--- src/rtl/branch_predictor.sv ---
// Branch direction predictor: a table of 2-bit saturating counters indexed by PC,
// trained on resolved EX branches, with a registered flush/redirect on mispredict and branch statistics.
module branch_predictor #(
  parameter int PC_WIDTH   = 64,
  parameter int INDEX_BITS = 6,
  parameter int CNT_WIDTH  = 32
) (
  input  logic                 clk,
  input  logic                 reset,
  input  logic [PC_WIDTH-1:0]  if_pc,
  output logic                 if_pred_taken,
  input  logic                 ex_valid,
  input  logic [PC_WIDTH-1:0]  ex_pc,
  input  logic                 ex_taken,
  input  logic                 ex_pred_taken,
  input  logic [PC_WIDTH-1:0]  ex_target,
  output logic                 flush,
  output logic [PC_WIDTH-1:0]  redirect_pc,
  output logic [CNT_WIDTH-1:0] branch_count,
  output logic [CNT_WIDTH-1:0] mispredict_count
);

  localparam int DEPTH = 1 << INDEX_BITS;
  localparam logic [CNT_WIDTH-1:0] CNT_MAX = {CNT_WIDTH{1'b1}};

  logic [1:0]            table_r [DEPTH];
  logic [INDEX_BITS-1:0] if_idx_s;
  logic [INDEX_BITS-1:0] ex_idx_s;
  logic [1:0]            ex_entry_s;
  logic [1:0]            ex_entry_nxt_s;
  logic                  mispredict_s;
  logic [PC_WIDTH-1:0]   redirect_nxt_s;
  logic                  flush_r;
  logic [PC_WIDTH-1:0]   redirect_r;
  logic [CNT_WIDTH-1:0]  branch_count_r;
  logic [CNT_WIDTH-1:0]  mispredict_count_r;
  logic                  unused_if_pc_s;

  // Word-aligned PCs: the two byte-offset bits never select an entry.
  assign if_idx_s       = if_pc[INDEX_BITS+1:2];
  assign ex_idx_s       = ex_pc[INDEX_BITS+1:2];
  assign unused_if_pc_s = ^{if_pc[PC_WIDTH-1:INDEX_BITS+2], if_pc[1:0]};
  assign ex_entry_s     = table_r[ex_idx_s];

  // No bypass: a same-cycle update to this entry is seen only from the next cycle.
  assign if_pred_taken  = table_r[if_idx_s][1];

  // Saturating counter step, mispredict detection and redirect target selection
  always_comb begin
    ex_entry_nxt_s = ex_entry_s;
    if (ex_taken) begin
      if (ex_entry_s != 2'b11) begin
        ex_entry_nxt_s = ex_entry_s + 2'b01;
      end else begin
        ex_entry_nxt_s = ex_entry_s;
      end
    end else begin
      if (ex_entry_s != 2'b00) begin
        ex_entry_nxt_s = ex_entry_s - 2'b01;
      end else begin
        ex_entry_nxt_s = ex_entry_s;
      end
    end
    mispredict_s = ex_valid & (ex_taken ^ ex_pred_taken);
    if (ex_taken) begin
      redirect_nxt_s = ex_target;
    end else begin
      redirect_nxt_s = ex_pc + PC_WIDTH'(3'd4);
    end
  end

  // Counter table: all entries weakly not-taken out of reset
  always_ff @(posedge clk or negedge reset) begin
    if (!reset) begin
      for (int i = 0; i < DEPTH; i++) begin
        table_r[i] <= 2'b01;
      end
    end else if (ex_valid) begin
      table_r[ex_idx_s] <= ex_entry_nxt_s;
    end
  end

  // Registered flush pulse and redirect; redirect holds between mispredicts
  always_ff @(posedge clk or negedge reset) begin
    if (!reset) begin
      flush_r    <= 1'b0;
      redirect_r <= '0;
    end else begin
      flush_r <= mispredict_s;
      if (mispredict_s) begin
        redirect_r <= redirect_nxt_s;
      end
    end
  end

  // Saturating branch and mispredict statistics
  always_ff @(posedge clk or negedge reset) begin
    if (!reset) begin
      branch_count_r     <= '0;
      mispredict_count_r <= '0;
    end else begin
      if (ex_valid && (branch_count_r != CNT_MAX)) begin
        branch_count_r <= branch_count_r + CNT_WIDTH'(1'b1);
      end
      if (mispredict_s && (mispredict_count_r != CNT_MAX)) begin
        mispredict_count_r <= mispredict_count_r + CNT_WIDTH'(1'b1);
      end
    end
  end

  assign flush            = flush_r;
  assign redirect_pc      = redirect_r;
  assign branch_count     = branch_count_r;
  assign mispredict_count = mispredict_count_r;

endmodule
--- config.mk ---
export PLATFORM = sky130hd
export DESIGN_NAME = branch_predictor
export DESIGN_NICKNAME = d
export VERILOG_FILES = /design/src/rtl/branch_predictor.sv
export SDC_FILE = /design/constraint.sdc
export NUM_CORES = 1
export LEC_CHECK = 0
export ABC_AREA = 0
export CAP_MARGIN = 20
export CORE_UTILIZATION = 41
export CTS_BUF_LIST = sky130_fd_sc_hd__clkbuf_2 sky130_fd_sc_hd__clkbuf_4 sky130_fd_sc_hd__clkbuf_8
export CTS_CLUSTER_SIZE = 40
export DETAILED_ROUTE_END_ITERATION = 12
export PLACE_DENSITY = 0.68
export SLEW_MARGIN = 40
export SYNTH_ARGS = -nofsm -noshare
export SYNTH_HDL_FRONTEND = slang
export SYNTH_SLANG_ARGS = --single-unit
--- constraint.sdc ---
create_clock -name clk -period 9.49 [get_ports clk]
set_clock_uncertainty 0.1 [all_clocks]
set_input_delay 1.898 -clock clk [delete_from_list [all_inputs] [get_ports clk]]
set_output_delay 1.898 -clock clk [all_outputs]
set_load 0.02 [all_outputs]
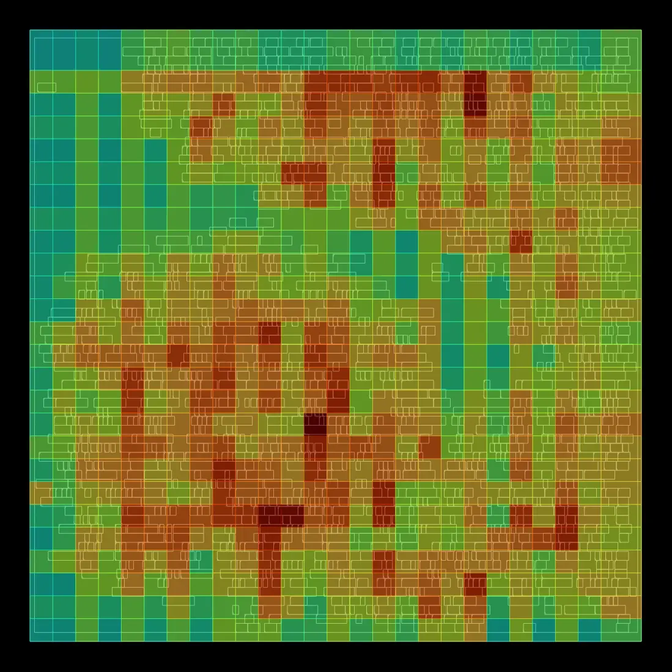
Run 1: routing congestion
gr usage total: 24.0%
GR Util met2: 39.0%
global routing usage on met3: 5.79%

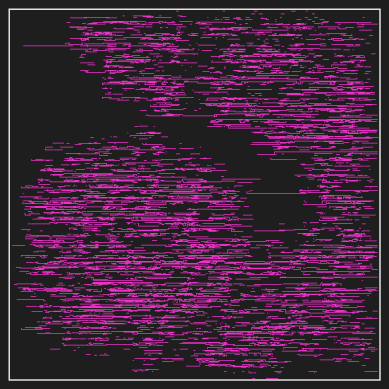
Run 1: signal wires on met1
Drawn at 2 px/um.
main direction	horizontal
share of all routed wire	41%
longest straight run	51.5 um

==> run summary, run 1 <==
flow finished, numbers: floorplan net count=approximately 1,600, Largest Register=table_r, area share of the largest cell type after synthesis=between 30% and 40%, die area=around 34,000 um2, CTS sink cnt=257, worst reg2reg endpoint=table_r[125], worst r2r src=table_r[117], Worst Slack Setup Final=roughly 2700 ps, most common cell in the netlist=nand2_1, launch point of the worst hold path=table_r[54], WP depth=6, yosys warning tally=0, max-capacitance violation count=0, R2R cell count=8, clk buf depth=3, final hold violation count=0, P_int=2.27 mW, Worst setup EP type=primary output, remaining antenna violation count=0, Synth Instances=approximately 1,400, area fraction in compound gates=10.9%, Hold EP=table_r[54], NetSw=0.966 mW, Sw Share=between 20% and 30%, final std cells w/o fill=around 2,200, WS Path Type=primary input to primary output, top cells, area=dfrtp_1, dfstp_2, nand2_1, wire per inst=between 15 and 20 um, Die X=185 um, max reg flops=about 130, Worst-Skew Late Latency=between 500 and 600 ps, count of tool warnings=just under 90, H-tree depth=2, crit path from=if_pc[2], FF-to-FF setup slack=slightly below 6000 ps, Flops after synth=about 260, post-synthesis sequential area ratio=between 40% and 50%, clock network fraction of design power=roughly 36%, top_reg_cell synth=dfrtp_1, Die Height=~180 um, core area=between 30,000 and 40,000 um2, status=complete, no violations, # hold bufs at CTS=0, routed via count=between 10,000 and 15,000, Synth-to-Final Area Change=30.3%, CP delay by family, top=multiplexers, initial antenna violation count=2, largest net degree at the start of global routing=between 100 and 150, yosys simple share=19.5%, cell taking the most area after synthesis=dfrtp_1, Final min period=between 6000 and 7000 ps, FMAX=0.146 GHz, pre-CTS setup slack=about 2600 ps, Max IR drop VDD=approximately 120 uV, hold depth=2, CP startpoint kind=primary input, TritonRoute pass-1 iters=5, CTS resizes=0, global-route wire length before repair=63.7 mm, Placed Area=16,700 um2, Top cells excl fill/tap=nand2_1, clkdlybuf4s50_1, dfrtp_1, o21ai_0, o21ai_1, HP Class=register to register, comb area leader=simple AND/OR/NAND/NOR gates, Post-synth ARST share=100%, CTS tree=done, Mapped Area=between 10,000 and 15,000 um2, final-stage net count=approximately 1,900, synth unique cells=around 58, Inst Count DP=2,073, actual slew at the worst max-slew pin=around 830 ps, Starting Density=a little over two fifths, DRT iter0 DRCs=just under 800, critical path arrival=4840 ps, vias in the first global route=about 12,000, routed vias/inst=5.41
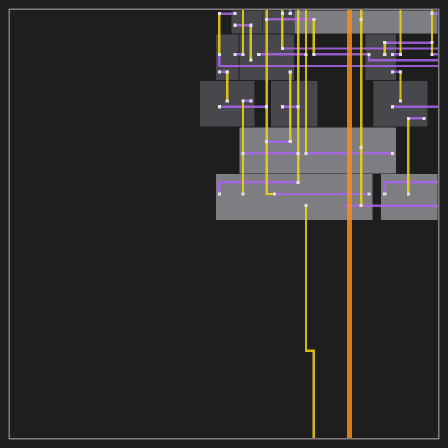
Run 1: close-up of the layout
Region (34, 126) to (59, 151) um. Cells in grey, sequential cells in the stronger grey; small squares are vias.
colour	layer
yellow	M2
orange	M4
purple	M1
netlist names of flops here include	`mispredict_count` (3)
sequential cells in the window	3
cells with their middle in the window	11
most frequent	dfrtp_1 (3), xor2_1 (2), nand3_1 (2)

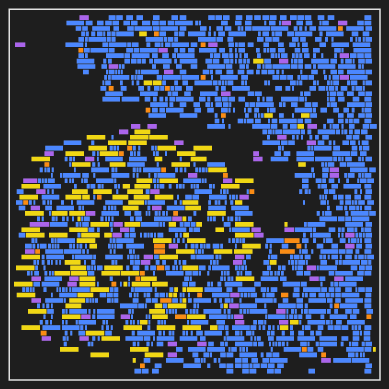
Run 1: cell sizes after repair
Drawn at 2 px/um.
colour	size	cells	share	most used
orange	x3 and x4	38	2.2%	clkbuf_4
yellow	x2	132	7.7%	dfstp_2
purple	x6 and larger	71	4.1%	clkbuf_8
blue	x1 and smaller	1,477	86%	nand2_1

run 1: layout make-up:
class	instances	area (um2)
tap	442	553
sequential	257	6510
antenna	2	5.00
clock inverter	5	35.0
fill	2935	14900
multi-input combinational	1068	6780
inverter	24	90.1
timing repair buffer	282	2810
clock buffer	82	1030
run 1: layer usage:
metal,wire (um),vias to the layer above,GRT usage (%)
li1,-,5542,-
met1,17000,5625,30.9
met2,19300,431,39.0
met3,3360,89,5.79
met4,1290,0,8.83
met5,0,-,0
run 1: power by group through the flow:
stage	logic (mW)	clock network [mW]	registers [mW]
after detailed placement	0.714	0	1.37
after global routing	0.771	1.24	1.37
after global placement	0.699	0	1.36
final	0.712	1.16	1.36
after CTS	0.717	1.19	1.36
after floorplan	0.276	0	1.45
Run 1, cell classes on the final placement:
Drawn at 2 px/um.
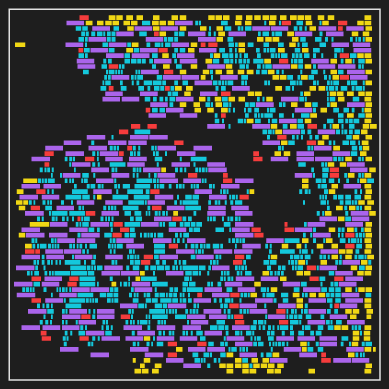

==> run 2: changes to the inputs <==
--- a/config.mk
+++ b/config.mk
@@ -11,7 +11,7 @@
 export CTS_BUF_LIST = sky130_fd_sc_hd__clkbuf_2 sky130_fd_sc_hd__clkbuf_4 sky130_fd_sc_hd__clkbuf_8
 export CTS_CLUSTER_SIZE = 40
 export DETAILED_ROUTE_END_ITERATION = 12
-export PLACE_DENSITY = 0.68
+export PLACE_DENSITY = 0.71
 export SLEW_MARGIN = 40
 export SYNTH_ARGS = -nofsm -noshare
 export SYNTH_HDL_FRONTEND = slang
==> constraint.sdc (replaced) <==
create_clock -name clk -period 5.55 [get_ports clk]
set_clock_uncertainty 0.1 [all_clocks]
set_input_delay 1.11 -clock clk [delete_from_list [all_inputs] [get_ports clk]]
set_output_delay 1.11 -clock clk [all_outputs]
set_load 0.02 [all_outputs]
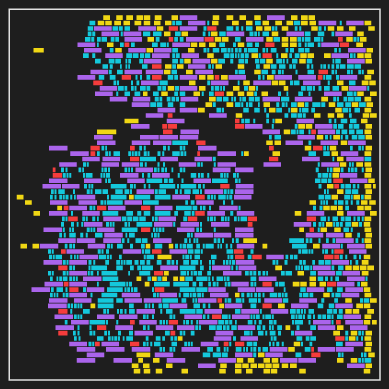
Run 2: cell classes on the final placement
Drawn at 2 px/um.
colour	class	cells	share of their area
purple	registers	257	38%
yellow	remaining buffers and delay cells	297	17%
red	clock drivers and dummy loads	82	5.5%
cyan	remaining logic cells	1,092	40%

==> run summary, run 2 <==
flow finished, numbers: Top cells excl fill/tap=nand2_1, clkdlybuf4s50_1, dfrtp_1, o21ai_0, o21ai_1, Post-synth ARST share=100% (unchanged), Flops after synth=257 (unchanged), Max IR drop VDD=135 uV (+9.8%), Worst-Skew Late Latency=560 ps (-20 ps), largest net degree at the start of global routing=107 (+5.9%), Die X=185 um (unchanged), vias in the first global route=11,400 (-1.7%), combinational share of cell area=37.9% (-0.11 points), antenna cells=1 (-1), most frequent logic cell in the layout=nand2_1, fillers=2,884 (-1.7%), initial antenna violation count=0 (-2), actual slew at the worst max-slew pin=786 ps (-46.3 ps), flip-flops=257 (unchanged), wire per inst=18.5 um (-2.4%), count of tool warnings=87 (unchanged), Taps Inserted=442 (unchanged), final-stage net count=1,892 (+0.64%), synth unique cells=58 (unchanged), CP startpoint kind=primary input, clk buf depth=3 (unchanged), Final Cycle Share=around 93%, top cells, area=dfrtp_1, dfstp_2, nand2_1, floorplan net count=1,620 (unchanged), share of cells above drive strength 1=14.4%, area share of the largest cell type after synthesis=35.3% (unchanged), status=complete, no violations, remaining antenna violation count=0 (unchanged), Sw Share=30.0% (+0.14 points), # hold bufs at CTS=0 (unchanged), Mapped Area=13,700 um2 (unchanged), Biggest consumer=registers, routed vias/inst=5.39 (-0.24%), Total Wirelength=40.1 mm, most common cell in the netlist=nand2_1, Comb gates=1,068 (unchanged), final hold violation count=0 (unchanged), CTS resizes=0 (unchanged), Placed Area=16,900 um2 (+0.91%), Clk. pwr=1.81 mW (+56%), top cell category=combinational gates, die area=34,100 um2 (unchanged), CP delay by family, top=multiplexers, Worst Slack Setup Final=400 ps (-2250 ps), max reg flops=128 (unchanged), gr usage total=23.3% (-0.68 points), Largest Register=table_r, core area=32,700 um2 (unchanged), WS Path Type=primary input to primary output, post-synthesis sequential area ratio=47.6% (unchanged), # clk buffers=77 (-6.1%), syn_area_per_cell=about 9.6 um2, Inst Count DP=2,088 (+0.72%), clock network fraction of design power=33.8% (-2.2 points), NetSw=1.61 mW (+67%), final std cells w/o fill=2,171 (+0.42%), P_int=3.75 mW (+65%), multi-input logic area=6770 um2 (-0.17%), FMAX=between 0.15 and 0.2 GHz, TritonRoute pass-1 iters=7 (+2), crit path cell chain=clkdlybuf4s50_1 > buf_12 > mux4_2 > mux4_2 > mux4_2 > clkdlybuf4s50_1, Die Height=185 um (unchanged), Combinational Power=1.23 mW (+73%), routed via count=11,700 (+0.17%), max-capacitance violation count=0 (unchanged), FF-to-FF setup slack=2270 ps (-3620 ps), CTS tree=done, DRT iter0 DRCs=743 (-3.8%), Synth Instances=1,420 (unchanged), seq pwr=2.32 mW (+71%), Starting Density=41.8% (unchanged), Seq area share=36.5% (-0.044 points), Final min period=just over 5000 ps, Signal inverters=24 (unchanged), nonclk buf count=297 (+5.3%), yosys warning tally=0 (unchanged), CTS sink cnt=257 (unchanged), area occupied by registers=6510 um2 (unchanged), Worst setup EP type=primary output, pre-CTS setup slack=408 ps (-2230 ps), clk cell area share=5.30% (-0.70 points), Core Util, Final=54.6%, buffer share of cell area=16.7% (+0.87 points), cell taking the most area after synthesis=dfrtp_1, H-tree depth=2 (unchanged), top_reg_cell synth=dfrtp_1, Synth-to-Final Area Change=30.4%, critical path arrival=3940 ps (-900 ps)
## run 2: cell families after synthesis
logic type	count (synthesis)	synth area share (%)
simple gates	573	19.5
compound gates	271	10.9
flops	257	47.6
xor+xnor	119	7.62
mux	102	10.5
buf+inv	95	3.55
fa+ha+maj	3	0.274
## run 2: path summary, 6_finish.rpt
path,endpoint,cells past startpoint,start
min reg2reg,table_r[106],2,table_r[106]
min,table_r[106],2,table_r[106]
max reg2reg,table_r[33],8,table_r[119]
min in group asynchronous,mispredict_count[14],1,reset
max,if_pred_taken,6,if_pc[2]
max in group asynchronous,table_r[14],2,reset
## run 2: layer usage
metal  part of all wire [%]  track usage, %  vias up
met3                    8.6            5.47       86
met4                    2.8            8.17        0
met1                     42            30.7     5601
li1                       -               -     5567
met5                      0               0        -
met2                     46            37.4      453
Power figures rest on the tool's default switching activity, not on a simulated workload.
